Met3 routing:
Scale: 8 px per um. Cells faint in the background.
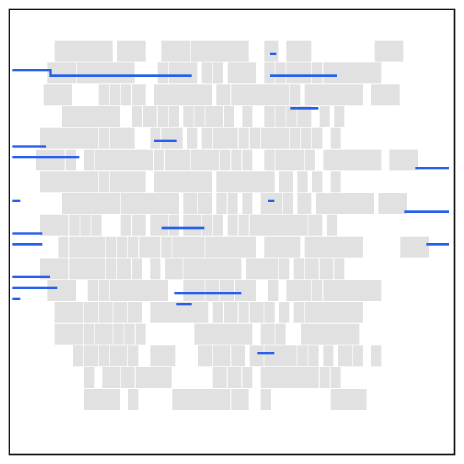
Nets reached from selected ports:
Scale: 4 px per um.
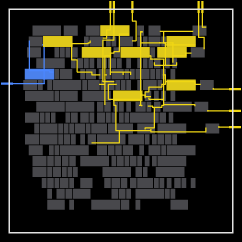
==> config.mk <==
export PLATFORM = sky130hd
export DESIGN_NAME = axi_rw_arbiter
export DESIGN_NICKNAME = d
export VERILOG_FILES = /design/src/rtl/axi_rw_arbiter.sv
export SDC_FILE = /design/constraint.sdc
export NUM_CORES = 1
export LEC_CHECK = 0
export ABC_AREA = 1
export ABC_CLOCK_PERIOD_IN_PS = 4830
export CAP_MARGIN = 40
export CORE_MARGIN = 3
export CORE_UTILIZATION = 57
export CTS_CLUSTER_SIZE = 25
export DETAILED_ROUTE_END_ITERATION = 10
export HOLD_SLACK_MARGIN = 0.15
export PLACE_DENSITY = 0.92
export SKIP_CTS_REPAIR_TIMING = 1
export SLEW_MARGIN = 20
export SYNTH_ARGS = -nofsm -noshare
export SYNTH_HDL_FRONTEND = slang
export SYNTH_SLANG_ARGS = --single-unit
==> constraint.sdc <==
create_clock -name i_axi_clk -period 4.83 [get_ports i_axi_clk]
set_clock_uncertainty 0.1 [all_clocks]
set_input_delay 1.2075 -clock i_axi_clk [delete_from_list [all_inputs] [get_ports i_axi_clk]]
set_output_delay 1.2075 -clock i_axi_clk [all_outputs]
set_load 0.05 [all_outputs]
==> results_dict.tcl <==
# place-and-route summary
set metrics [dict create \
    area_leaders "dfxtp_1, nand2_1, inv_1" \
    synth_cell_type_count 25 \
    critPathBufInv 1 \
    clk_pin_slew_ns 0.15 \
    warnings 28 \
    worstMarginPinSlew_ns 0.516 \
    leakagePower_nw 0.667 \
    final-setup-viol-count 0 \
    grt_pass1_vias 1274 \
    p_int_w 0.000297 \
    initial_core_util 0.613 \
    top_cell "nand2_1" \
    ys_cells 189 \
    p_clk_frac 0.224 \
    status "completed" \
    p_comb_frac 0.229 \
    hold_class "flip-flop to flip-flop" \
    setup-tns-final_ns 0 \
    p_sw_w 0.000138 \
    cp.required_ns 3.52 \
    yosysTopAreaCell "dfxtp_1" \
    yosysWarnings 0 \
    ff_type "dfxtp_1" \
    end_kind "output pin" \
    cp_cell_sequence "clkdlybuf4s50_1" \
    async_flop_share 0 \
    p_sw_frac 0.317 \
    p_total_w 0.000435 \
    htree_levels 1 \
    ys_area_sq_um 1400 \
    grt_pass1_wl_um 4910 \
    hpwlAfterDp_um 2100 \
    drive_above_1_share 0.0913 \
    drt-wirelength-per-cell_um 11.5 \
    yosys-top-cells-count "nand2_1, inv_1, nor2_1, dfxtp_1, nand3_1" \
    rsz0062_at_grt "no" \
    dieArea_sq_um 3080 \
]
-- 'met3 routing' (at the start) --
nets with wire on the layer: 17
longest straight run: 17.5 um
GR Layer Usage met3: 0.0444
final WL: 2710 um
routed vias: 1233

-- 'nets reached from selected ports' (at the start) --
legend:
  yellow:
    port: o_timeout_cnt
    direction: output
    end_cells: 8
    buffers: 8
    wire: 316 um
  blue:
    port: o_busy
    direction: output
    end_cells: 1
    buffers: 1
    wire: 32.0 um
number of port buffers: 18
io pins: 19

power by group through the flow:
stage               Combinational, W   Clock, W  Sequential, W
CTS                        0.0000998  0.0000990       0.000238
global placement           0.0000957          0       0.000242
finish                     0.0000996  0.0000977       0.000238
floorplan                  0.0000555          0       0.000258
detailed placement         0.0000994          0       0.000243
global route                0.000111   0.000108       0.000239
cells by family (layout without fill, tap and decap cells):
family                   count (synthesis)  count (layout)  share of synthesized area
AND/OR/NAND/NOR                        100             100                      0.351
AND-OR/OR-AND                           19              19                     0.0825
flip-flops                              27              27                      0.387
adder cells (fa/ha/maj)                  7               7                     0.0628
buffers and inverters                   34              53                      0.104
XOR/XNOR                                 2               2                     0.0126
metal layers:
metal,GRT usage,routed length [um],part of all wire
met1,0.193,1160,0.43
met2,0.365,1390,0.51
met3,0.0444,95,0.035
met4,0.101,65,0.024
met5,0,0,0
stage by stage:
step                area [sq um]  hold slack (ns)  setup slack (ns)
global placement            1580            0.324              1.92
global route                1610            0.402              1.83
CTS                         1610            0.366              1.89
detailed placement          1580            0.338              1.79
finish                      1610            0.363              1.89
floorplan                   1400            0.318              2.45
final cells by class:
class,instances,area [sq um]
fill,182,667
multi-input combinational,128,709
sequential,27,541
timing repair buffer,18,180
clock buffer,3,22.5
tap,28,35.0
clock inverter,1,5.00
inverter,31,116
layout by cell type (no fill, tap or decap):
cell type        instances
ha_1                     7
clkdlybuf4s50_1         18
o21ai_0                  5
nand3b_1                 2
nor2_1                  29
xor2_1                   2
nand3_1                 14
clkinv_1                 2
nand2_2                  2
nand4_1                  5
nor3_1                   3
dfxtp_1                 27
nor2_4                   3
nand2_1                 37
clkbuf_4                 3
clkinv_2                 1
o21ai_2                  1
a31oi_1                  1
a21oi_1                  8
nor2_8                   1
nand3_4                  1
a21oi_2                  4
nor2_2                   1
nand3_2                  2
inv_1                   29
worst register-to-register path, stage by stage, from the launching register on:
cell     delay, ns
dfxtp_1       0.38
ha_1          0.18
nand2_1       0.10
nor2_4        0.16
nand3_4       0.15
nand3_1       0.10
nand2_1       0.05
nand2_1       0.08
inv_1         0.07
ha_1          0.23
nand2_1       0.12
nand2_1       0.06
a21oi_1       0.17
Power figures rest on the tool's default switching activity, not on a simulated workload.
